==> run_1/power_grid.png <==
Scale bar: 50 um. Pins as bars on the die edge.
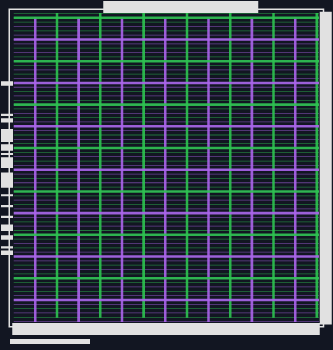
==> run_1/placement_by_type.png <==
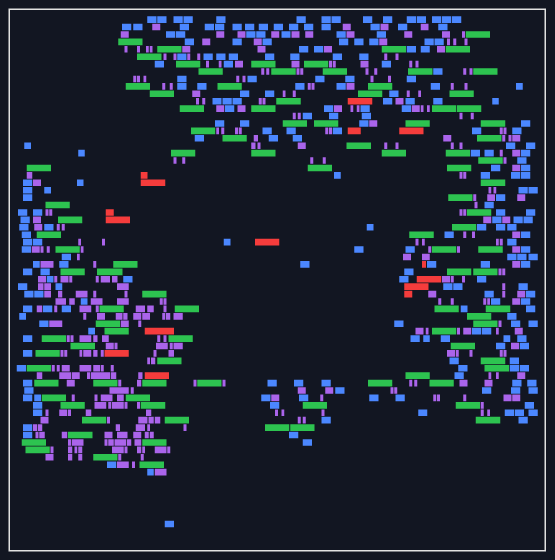
==> run_1/clk_routes.png <==
Scale bar: 50 um.
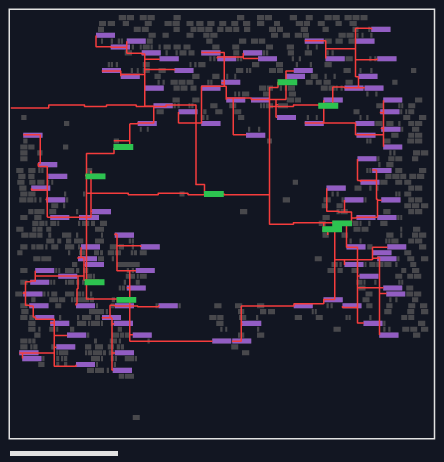
==> run_1/wires.png <==
Scale bar: 50 um.
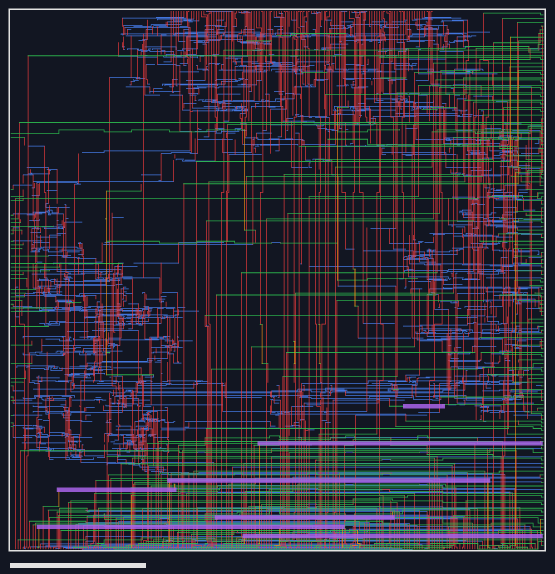
===== config.mk =====
export PLATFORM = sky130hd
export DESIGN_NAME = instr_register_sched
export DESIGN_NICKNAME = d
export VERILOG_FILES = /design/src/rtl/instr_register_sched.sv
export SDC_FILE = /design/constraint.sdc
export NUM_CORES = 1
export LEC_CHECK = 0
export CAP_MARGIN = 10
export CORE_AREA = 2 2 194 196
export DETAILED_ROUTE_END_ITERATION = 10
export DIE_AREA = 0 0 196 198
export PLACE_DENSITY = 0.44
export REMOVE_ABC_BUFFERS = 1
export SLEW_MARGIN = 15
export SYNTH_ARGS = -nofsm -noshare
export SYNTH_HDL_FRONTEND = slang
export SYNTH_HIERARCHICAL = 1
export SYNTH_SLANG_ARGS = --single-unit

===== constraint.sdc =====
create_clock -name clk -period 3.57 [get_ports clk]
set_clock_uncertainty 0.1 [all_clocks]
set_input_delay 0.357 -clock clk [delete_from_list [all_inputs] [get_ports clk]]
set_output_delay 0.357 -clock clk [all_outputs]
set_load 0.1 [all_outputs]

===== src/rtl/instr_register_sched.sv =====
// Write scheduler and in-order read sequencer for the 32-entry instruction register.
// Round-robin arbitration across NUM_REQ producers; the register is run as a circular buffer.
package instr_register_pkg;
  typedef enum logic [3:0] {ZERO, PASSA, PASSB, ADD, SUB, MULT, DIV, MOD} opcode_t;
  typedef logic signed [31:0] operand_t;
  typedef logic [4:0]         address_t;
  typedef logic signed [63:0] result_t;

  typedef struct packed {
    opcode_t  opc;
    operand_t op_a;
    operand_t op_b;
    result_t  res;
  } instruction_t;

  typedef struct packed {
    opcode_t  opc;
    operand_t a;
    operand_t b;
  } req_t;
endpackage

// One arbitration lane: wins when valid and no valid lane sits strictly between rr_last and it.
module irs_rr_lane #(
  parameter int NUM_REQ = 2,
  parameter int IDX     = 0
) (
  input  logic [NUM_REQ-1:0] req_valid,
  input  logic [1:0]         rr_last,
  output logic               win
);
  int d_self;
  int d_j;

  always_comb begin
    win    = req_valid[IDX];
    d_self = IDX - int'(rr_last) - 1;
    if (d_self < 0) d_self = d_self + NUM_REQ;
    d_j    = 0;
    for (int j = 0; j < NUM_REQ; j++) begin
      d_j = j - int'(rr_last) - 1;
      if (d_j < 0) d_j = d_j + NUM_REQ;
      if (req_valid[j] && (d_j < d_self)) win = 1'b0;
    end
  end
endmodule

module instr_register_sched
  import instr_register_pkg::*;
#(
  parameter int NUM_REQ = 2,
  parameter int DEPTH   = 32
) (
  input  logic                     clk,
  input  logic                     reset_n,
  input  logic [NUM_REQ-1:0]       req_valid,
  output logic [NUM_REQ-1:0]       req_ready,
  input  opcode_t  [NUM_REQ-1:0]   req_opcode,
  input  operand_t [NUM_REQ-1:0]   req_op_a,
  input  operand_t [NUM_REQ-1:0]   req_op_b,
  input  logic                     flush,
  output logic                     load_en,
  output address_t                 write_pointer,
  output opcode_t                  opcode,
  output operand_t                 operand_a,
  output operand_t                 operand_b,
  output address_t                 read_pointer,
  input  instruction_t             instruction_word,
  output logic                     out_valid,
  input  logic                     out_ready,
  output instruction_t             out_word,
  output logic [1:0]               grant_id,
  output logic [5:0]               count
);
  localparam logic [5:0] DEPTH_C = 6'(DEPTH);

  address_t             wr_ptr, rd_ptr;
  logic [5:0]           alloc_cnt, commit_cnt;
  logic [1:0]           rr_last;
  logic [NUM_REQ-1:0]   win;
  logic [1:0]           gid;
  req_t                 sel;
  logic                 full, accept, pop;

  for (genvar g = 0; g < NUM_REQ; g++) begin : g_lane
    irs_rr_lane #(.NUM_REQ(NUM_REQ), .IDX(g)) u_lane (
      .req_valid (req_valid),
      .rr_last   (rr_last),
      .win       (win[g])
    );
  end

  // win is one-hot, so the last match is the only match
  always_comb begin
    gid = rr_last;
    sel = '0;
    for (int i = 0; i < NUM_REQ; i++) begin
      if (win[i]) begin
        gid   = 2'(i);
        sel.opc = req_opcode[i];
        sel.a   = req_op_a[i];
        sel.b   = req_op_b[i];
      end
    end
  end

  assign full      = (alloc_cnt == DEPTH_C);
  // Ready only looks at registered occupancy, never at out_ready
  assign req_ready = win & {NUM_REQ{~full & ~flush & reset_n}};
  assign accept    = |(req_valid & req_ready);
  assign out_valid = (commit_cnt != 6'd0);
  assign pop       = out_valid & out_ready & ~flush;

  assign read_pointer = rd_ptr;
  assign out_word     = instruction_word;
  assign count        = alloc_cnt;

  always_ff @(posedge clk or negedge reset_n) begin
    if (!reset_n) begin
      wr_ptr        <= '0;
      rd_ptr        <= '0;
      alloc_cnt     <= '0;
      commit_cnt    <= '0;
      rr_last       <= 2'(NUM_REQ - 1);
      load_en       <= 1'b0;
      write_pointer <= '0;
      opcode        <= ZERO;
      operand_a     <= '0;
      operand_b     <= '0;
      grant_id      <= '0;
    end else if (flush) begin
      // An in-flight load still lands in the register but is deliberately not counted
      wr_ptr     <= '0;
      rd_ptr     <= '0;
      alloc_cnt  <= '0;
      commit_cnt <= '0;
      rr_last    <= '0;
      load_en    <= 1'b0;
    end else begin
      load_en <= accept;
      if (accept) begin
        opcode        <= sel.opc;
        operand_a     <= sel.a;
        operand_b     <= sel.b;
        write_pointer <= wr_ptr;
        wr_ptr        <= wr_ptr + 5'd1;
        rr_last       <= gid;
        grant_id      <= gid;
      end
      if (pop) rd_ptr <= rd_ptr + 5'd1;
      alloc_cnt  <= alloc_cnt  + {5'd0, accept}  - {5'd0, pop};
      commit_cnt <= commit_cnt + {5'd0, load_en} - {5'd0, pop};
    end
  end
endmodule


==> flow_summary.json, run 1 <==
{
  "critical_path_peak_fanout": 5,
  "cts.sinks": 100,
  "filler_cell_count": 4068,
  "post_cts_hold_buffer_count": 0,
  "post_syn_area_um2": 5730,
  "remaining_global_route_overflow": 0,
  "cts.reportedPaths.clkPinSlew_ns": 0.07,
  "leakagePower_nw": 3.16,
  "postRouteAntennaNets": 0,
  "synth_cell_type_count": 45,
  "report.final.slew_viol_count": 0,
  "avgSynthCellArea_um2": 9.26,
  "timing.slew.headroom_pct": 28.1,
  "hpwl_mm": 36.0,
  "critical_path.cell_chain": "inv_1 > ha_1 > nand4bb_1 > nand2_1 > nor2_1 > ha_1 > inv_1 > ha_1 > a21o_1 > a21oi_1 > or4b_2 > nand3_1",
  "initialDrtViolationCount": 257,
  "route.detailed.vias_per_inst": 4.25,
  "largest_area_cell": "dfrtp_1",
  "worst_setup_path_class": "reg -> reg",
  "cts_post_setup_buffers_inserted": 0,
  "finalHoldViolations": 0,
  "async_reset_ff_share_pct": 100,
  "worst_setup_path_start_kind": "register",
  "post_synthesis_cell_count_from_yosys": 619,
  "tritoncts": "yes",
  "fp.dieArea_um2": 38800,
  "finalSetupViolations": 0,
  "remaining_drc_errors": 0,
  "pwr_density_cell_nw_per_um2": 966,
  "areaGrowthSynthToFinish_pct": 37.0,
  "timing.final.crit_period_ns": 2.92,
  "synth.cells.most_frequent": "nor2_1 (150), buf_4 (132), dfrtp_1 (99)",
  "max_slew.worst_pin.slew_ns": 1.08,
  "cts_buffer_depth": 2,
  "numCtsBuffers": 9,
  "top_area_share_pct": 43.2,
  "synthTopCellsByArea": "dfrtp_1 (43%), buf_4 (17%), a221oi_1 (10%)",
  "gr-usage-all-layers_pct": 22.0,
  "yosysChipArea_um2": 5730,
  "post_cts_resized": 0,
  "critical-path-top-cell-by-count": "ha_1",
  "initial_antenna_violation_count": 5,
  "enable_flop_cells": 0,
  "vias_in_the_first_global_route": 4784,
  "final_min_period_over_clock_period_pct": 81.8,
  "timing.critical_path.arrival_ns": 3.12,
  "log.warning_count": 27,
  "antenna_cells": 0,
  "ys_warn_count": 6,
  "path_buffers": 2,
  "top_cell": "nor2_1",
  "rsz0062_at_grt": "no",
  "finish.net_count": 998,
  "holdCritPathClass": "in -> async",
  "max_freq_mhz": 342,
  "capturing_element_type_of_the_critical_path": "register",
  "outcome": "finished, final reports clean",
  "ff_type": "dfrtp_1",
  "postSynthCellCount": 619,
  "placement.io_buffers": 231,
  "place_congestion": 0.811,
  "timing.critical_path.slowest_stage_cell": "or4b_2",
  "grt_pass1_wl_mm": 54.5,
  "fin_setup_tns_ns": 0,
  "seq_cells_post_synth": 100,
  "maximum_number_of_pins_on_one_net_before_global_route_repair": 73,
  "first_pass_iters": 7,
  "fp-utilization_pct": 15.5,
  "final_layout_size_suffix_gt1_share_pct": 5.92,
  "cp_data_required_time_ns": 3.77,
  "cap_viol_max_count": 0,
  "clock-root-buffer": "clkbuf_16",
  "seq_area_frac_synth_pct": 43.7,
  "max_incr_delay_on_cp_ns": 0.65,
  "reg2regPathDepth": 12,
  "cpLargestDelayFamily": "simple AND/OR/NAND/NOR gates",
  "path_depth": 12,
  "cts_h_tree_lvls": 3,
  "layout.core_utilization_pct": 21.3,
  "route.detailed.wl_per_inst_um": 36.9,
  "io_pins": 496
}
Back to the opening pictures, power_grid.png:
legend:
  VDD:
    colour: green
  VSS:
    colour: purple
met4 straps: 14
met5 straps: 14
worst voltage drop across the vdd grid: 0.431 mV
area of the core: 37000 um2
die width: 196 um
Die Span Y: 198 um

Back to the opening pictures, placement_by_type.png:
legend:
  clock drivers and dummy loads:
    colour: red
    cells: 15
    share_of_their_area: 4.1%
  sequential cells:
    colour: green
    cells: 100
    share_of_their_area: 34%
  combinational and other logic:
    colour: purple
    cells: 352
    share_of_their_area: 29%
  remaining buffers and delay cells:
    colour: blue
    cells: 242
    share_of_their_area: 33%
register fraction of the total cell area: 31.9%
area of all placed cells without fillers: 7860 um2
number of standard-cell rows in the floorplan: 71

Back to the opening pictures, clk_routes.png:
legend:
  flip-flops:
    colour: purple
    count: 100
  clock wires:
    colour: red
    length: 1750 um
  clock drivers:
    colour: green
    count: 9
flops lie: all over the die
routed clock nets: 10
clock group share of total power: 13.7%
clk pwr: 1.04 mW
clock network latency to the later pin of the worst-skew pair: 0.36 ns

Back to the opening pictures, wires.png:
legend:
  metal 1:
    colour: blue
    wire_length: 13600 um
  metal 3:
    colour: green
    wire_length: 10500 um
  metal 4:
    colour: orange
    wire_length: 597 um
  metal 2:
    colour: red
    wire_length: 18400 um
  metal 5:
    colour: purple
    wire_length: 560 um
Via Count: 5024
total wire length after detailed routing: 43.6 mm

==> run 1: sequential cells by signal, summed over array words and instances (netlist names) <==
register / count
write_pointer: 5
wr_ptr: 5
operand_b: 32
operand_a: 32
rr_last: 2
grant_id: 2
count: 6
load_en: 1
opcode: 4
commit_cnt: 6
read_pointer: 5
==> run 1: through the flow <==
stage               cell area [um2]  cells  power [mW]  setup slack, ns  hold slack [ns]
floorplan                      4580    452        5.28            -1.02          -0.0386
global placement               7560   1168        6.58            0.534            0.351
detailed placement             7560   1168        6.60            0.527            0.367
CTS                            7860   1183        7.68            0.632           0.0390
global route                   7860   1183        7.93            0.392           0.0621
finish                         7860   1183        7.59            0.648           0.0101
==> run 1: final timing paths <==
path | slack (ns) | from | endpoint
max | 0.65 | commit_cnt[3] | commit_cnt[5]
min | 0.01 | reset_n | grant_id[1]
max reg2reg | 0.65 | commit_cnt[3] | commit_cnt[5]
min reg2reg | 0.38 | grant_id[0] | grant_id[0]
max in group asynchronous | 2.08 | reset_n | operand_b[29]
min in group clk | 0.36 | reset_n | wr_ptr[4]
==> run 1: cell type report <==
type                            instances  area (um2)  area share, %
Sequential cell                       100        2500           31.9
Timing Repair Buffer                  242        2370           30.2
Multi-Input combinational cell        336        2020           25.8
Tap cell                              474         593           7.55
Clock buffer                           10         239           3.04
Inverter                               16        65.1          0.828
Clock inverter                          5        60.1          0.764
==> run 1: logic make-up after synthesis <==
| group | synth area share, % |
|---|---|
| simple gates | 15.6 |
| buf+inv | 21.3 |
| flops | 43.7 |
| compound gates | 13.1 |
| fa+ha+maj | 4.41 |
| xor+xnor | 1.53 |
| mux | 0.349 |
==> run 1: metal layers <==
| layer | global-route usage (%) | up-vias | part of all wire (%) |
|---|---|---|---|
| met5 | 10.9 | - | 1.3 |
| met1 | 19.6 | 2302 | 31 |
| met2 | 32.1 | 513 | 42 |
| li1 | - | 2148 | - |
| met3 | 25.2 | 47 | 24 |
| met4 | 3.65 | 14 | 1.4 |
==> run 1: power by group <==
| part | internal [mW] | switching, mW |
|---|---|---|
| Sequential | 1.52 | 0.232 |
| Clock | 0.563 | 0.479 |
| Combinational | 1.16 | 3.63 |
==> run 1: cells in the final DEF (no fill, tap or decap), types with 7 or more instances in the layout <==
master           count
clkdlybuf4s50_1    222
nor2_1             150
dfrtp_1             99
a221oi_1            67
nand2_1             31
buf_4               20
ha_1                17
inv_1               15
clkbuf_16            9
a21oi_1              7
o21ai_0              7
==> run_1/clocks.png <==
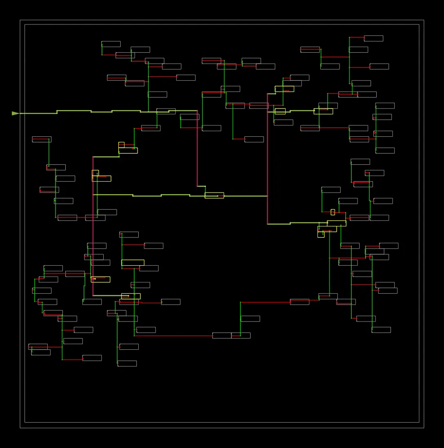

## Run 2: what changed since run 1
==> constraint.sdc (replaced) <==
create_clock -name clk -period 2.8 [get_ports clk]
set_clock_uncertainty 0.1 [all_clocks]
set_input_delay 0.28 -clock clk [delete_from_list [all_inputs] [get_ports clk]]
set_output_delay 0.28 -clock clk [all_outputs]
set_load 0.1 [all_outputs]
==> run_2/clocks.png <==
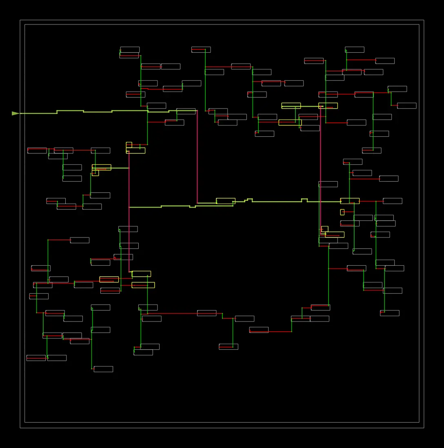
clk sinks: 100
clk pwr: 1.39 mW
sequential cells: 100
clock buffer count in the final layout: 9
number of buffers inserted during clock tree synthesis: 9

==> flow_summary.json, run 2 <==
{
  "critical_path.cell_chain": "inv_1 > ha_1 > and4bb_1 > or3_4 > xnor2_1 > ha_1 > fa_1 > a21oi_1 > o21bai_1 > xnor2_1 > nor2_1",
  "timing.slew.headroom_pct": 44.2,
  "pwr_density_cell_nw_per_um2": 1230,
  "totalWireLength_mm": 43.8,
  "biggestRegsByFlops": "operand_a x32, operand_b x32",
  "max_freq_mhz": 382,
  "reg2reg_slack_ns": 0.18,
  "regToRegStartpoint": "count[3]",
  "grtUsageMet2_pct": 33.3,
  "remaining_global_route_overflow": 0,
  "post_syn_area_um2": 5730,
  "finish.net_count": 1013,
  "fp-utilization_pct": 15.5,
  "timing.critical_path.slowest_stage_cell": "dfrtp_1",
  "use_met1_pct": 19.5,
  "postRouteAntennaNets": 0,
  "cap_viol_max_count": 0,
  "seq_area_frac_synth_pct": 43.7,
  "finalHoldViolations": 0,
  "antenna_cells": 0,
  "grt.met3_usage_pct": 24.9,
  "worst_setup_path_class": "reg -> reg",
  "most_instantiated_logic_cell_after_routing": "nor2_1",
  "int_pwr_mw": 4.11,
  "crit-reg2reg-capture": "count[4]",
  "timing.final.crit_period_ns": 2.62,
  "filler_cell_count": 4091,
  "fin_setup_tns_ns": 0,
  "gr-usage-all-layers_pct": 22.1,
  "enable_flop_cells": 0,
  "worst_setup_path_startpoint": "count[3]",
  "clock-root-buffer": "clkbuf_16",
  "log.warning_count": 27,
  "holdCritPathClass": "reg -> reg",
  "final_layout_size_suffix_gt1_share_pct": 19.6,
  "synthTopCellsByArea": "dfrtp_1 (43%), buf_4 (17%), a221oi_1 (10%)",
  "largest_area_cell": "dfrtp_1",
  "clock_power_share_pct": 14.4,
  "ff_type": "dfrtp_1",
  "seq_cells_post_synth": 100,
  "areaGrowthSynthToFinish_pct": 36.9,
  "cts_h_tree_lvls": 3,
  "first_pass_iters": 7,
  "peakVddDrop_mv": 0.889,
  "synth.cells.most_frequent": "nor2_1 (150), buf_4 (132), dfrtp_1 (99)",
  "tritoncts": "yes",
  "maximum_number_of_pins_on_one_net_before_global_route_repair": 60,
  "capturing_element_type_of_the_critical_path": "register",
  "floorplan.die.width_um": 196,
  "leakagePower_nw": 3.34,
  "initial_antenna_violation_count": 5,
  "ys_warn_count": 6,
  "top_cell": "nor2_1",
  "min-delay-start": "grant_id[0]",
  "grt_pass1_wl_mm": 54.6,
  "cp_data_required_time_ns": 2.95,
  "worst_setup_path_start_kind": "register",
  "io_pins": 496,
  "report.final.slew_viol_count": 0,
  "switching_power_mw": 5.54,
  "timing.critical_path.arrival_ns": 2.76,
  "cts.reportedPaths.clkPinSlew_ns": 0.08,
  "share_comb_of_total_power_pct": 62.3,
  "final_min_period_over_clock_period_pct": 93.4,
  "finalSetupViolations": 0,
  "seqPwrFrac_pct": 23.3,
  "place_inst": 1181,
  "timing.critical_path.to": "count[4]",
  "initialDrtViolationCount": 237,
  "clock_network_latency_to_the_later_pin_of_the_worst_skew_pair_ns": 0.36,
  "remaining_drc_errors": 0,
  "route.detailed.vias_per_inst": 4.24,
  "cts_buffer_depth": 2,
  "async_reset_ff_share_pct": 100,
  "global_route.peak_usage_layer": "met2",
  "die_span_y_um": 198,
  "floorplan.rows": 71,
  "placement.io_buffers": 231,
  "rsz0062_at_grt": "no",
  "power.share.switching_pct": 57.4,
  "outcome": "finished, final reports clean",
  "max_slew.worst_pin.slew_ns": 0.836,
  "vias": 5085,
  "reg2regPathDepth": 11,
  "layout.cells.non_filler": 1198,
  "yosysChipArea_um2": 5730,
  "vias_in_the_first_global_route": 4799,
  "placeableCoreArea_um2": 37000,
  "top_area_share_pct": 43.2
}
run 2: netlist changes by cell type in the layout (fill, tap and decap cells not counted), sizes merged:
cell | before | now
clkinv | 2 | 3
clkdlybuf4s50 | 222 | 140
buf | 20 | 116
clkbuf | 10 | 9
inv | 17 | 16
dlygate4sd3 | 0 | 1
bufinv | 1 | 2
run 2: metal layers:
layer  part of all wire, %  up-vias
met5                   1.4        -
met4                  0.99       16
met3                    24       47
met2                    43      493
met1                    31     2356
li1                      -     2173
run 2: power by group through the flow:
stage | clock [mW] | sequential [mW] | combinational [mW]
floorplan | 0 | 5.64 | 1.09
global placement | 0 | 2.27 | 6.02
detailed placement | 0 | 2.29 | 6.03
CTS | 1.45 | 2.26 | 6.03
global route | 1.50 | 2.32 | 6.29
finish | 1.39 | 2.25 | 6.01
run 2: cell type report:
type	instances	area, um2	area share [%]
Inverter	16	65.1	0.829
Timing Repair Buffer	257	2340	29.8
Tap cell	474	593	7.56
Sequential cell	100	2500	31.9
Multi-Input combinational cell	336	2040	25.9
Clock buffer	9	225	2.87
Clock inverter	6	90.1	1.15
run 2: worst min-delay path by stage:
stage	end	slack (ns)	depth (start not counted)
after floorplan	commit_cnt[0]	-0.12	0
after global placement	grant_id[0]	0.36	2
after detailed placement	grant_id[1]	0.36	2
after CTS	grant_id[0]	0.38	2
after global routing	grant_id[0]	0.42	2
final	grant_id[0]	0.37	2
run 2: metrics by stage:
| step | total power [mW] | setup WS, ns | utilization, % | instance area [um2] |
|---|---|---|---|---|
| 3_3_place_gp | 8.29 | -0.0669 | 20.3 | 7500 |
| 5_1_grt | 10.1 | 0.00234 | 21.2 | 7850 |
| 3_5_place_dp | 8.31 | -0.0399 | 20.3 | 7500 |
| 2_1_floorplan | 6.73 | -1.79 | - | 4580 |
| 4_1_cts | 9.75 | 0.0636 | 21.2 | 7830 |
| 6_report | 9.64 | 0.184 | 21.2 | 7850 |
run 2: cell families after synthesis:
logic type / Yosys count / share of synthesized area [%]
adders and majority gates: 19 / 4.41
DFF: 100 / 43.7
muxes: 2 / 0.349
and+or+nand+nor: 212 / 15.6
xor gates and xnor gates: 10 / 1.53
AOI/OAI and AO/OA: 93 / 13.1
buffers and inverters: 183 / 21.3
run 2: timing repair:
action	in CTS	in global routing
buffers inserted	0	1
hold buffers	1	0
hold endpoints to repair	40	0
gates resized	0	5
endpoints found under the setup margin	0	11
run 2: critical path, delay by kind of cell, from the launching register on:
family	cells	cell delay (ns)
compound gates	2	0.23
xor+xnor	2	0.27
fa+ha+maj	3	0.76
buf+inv	1	0.08
flops	1	0.41
simple gates	3	0.64
Power figures rest on the tool's default switching activity, not on a simulated workload.
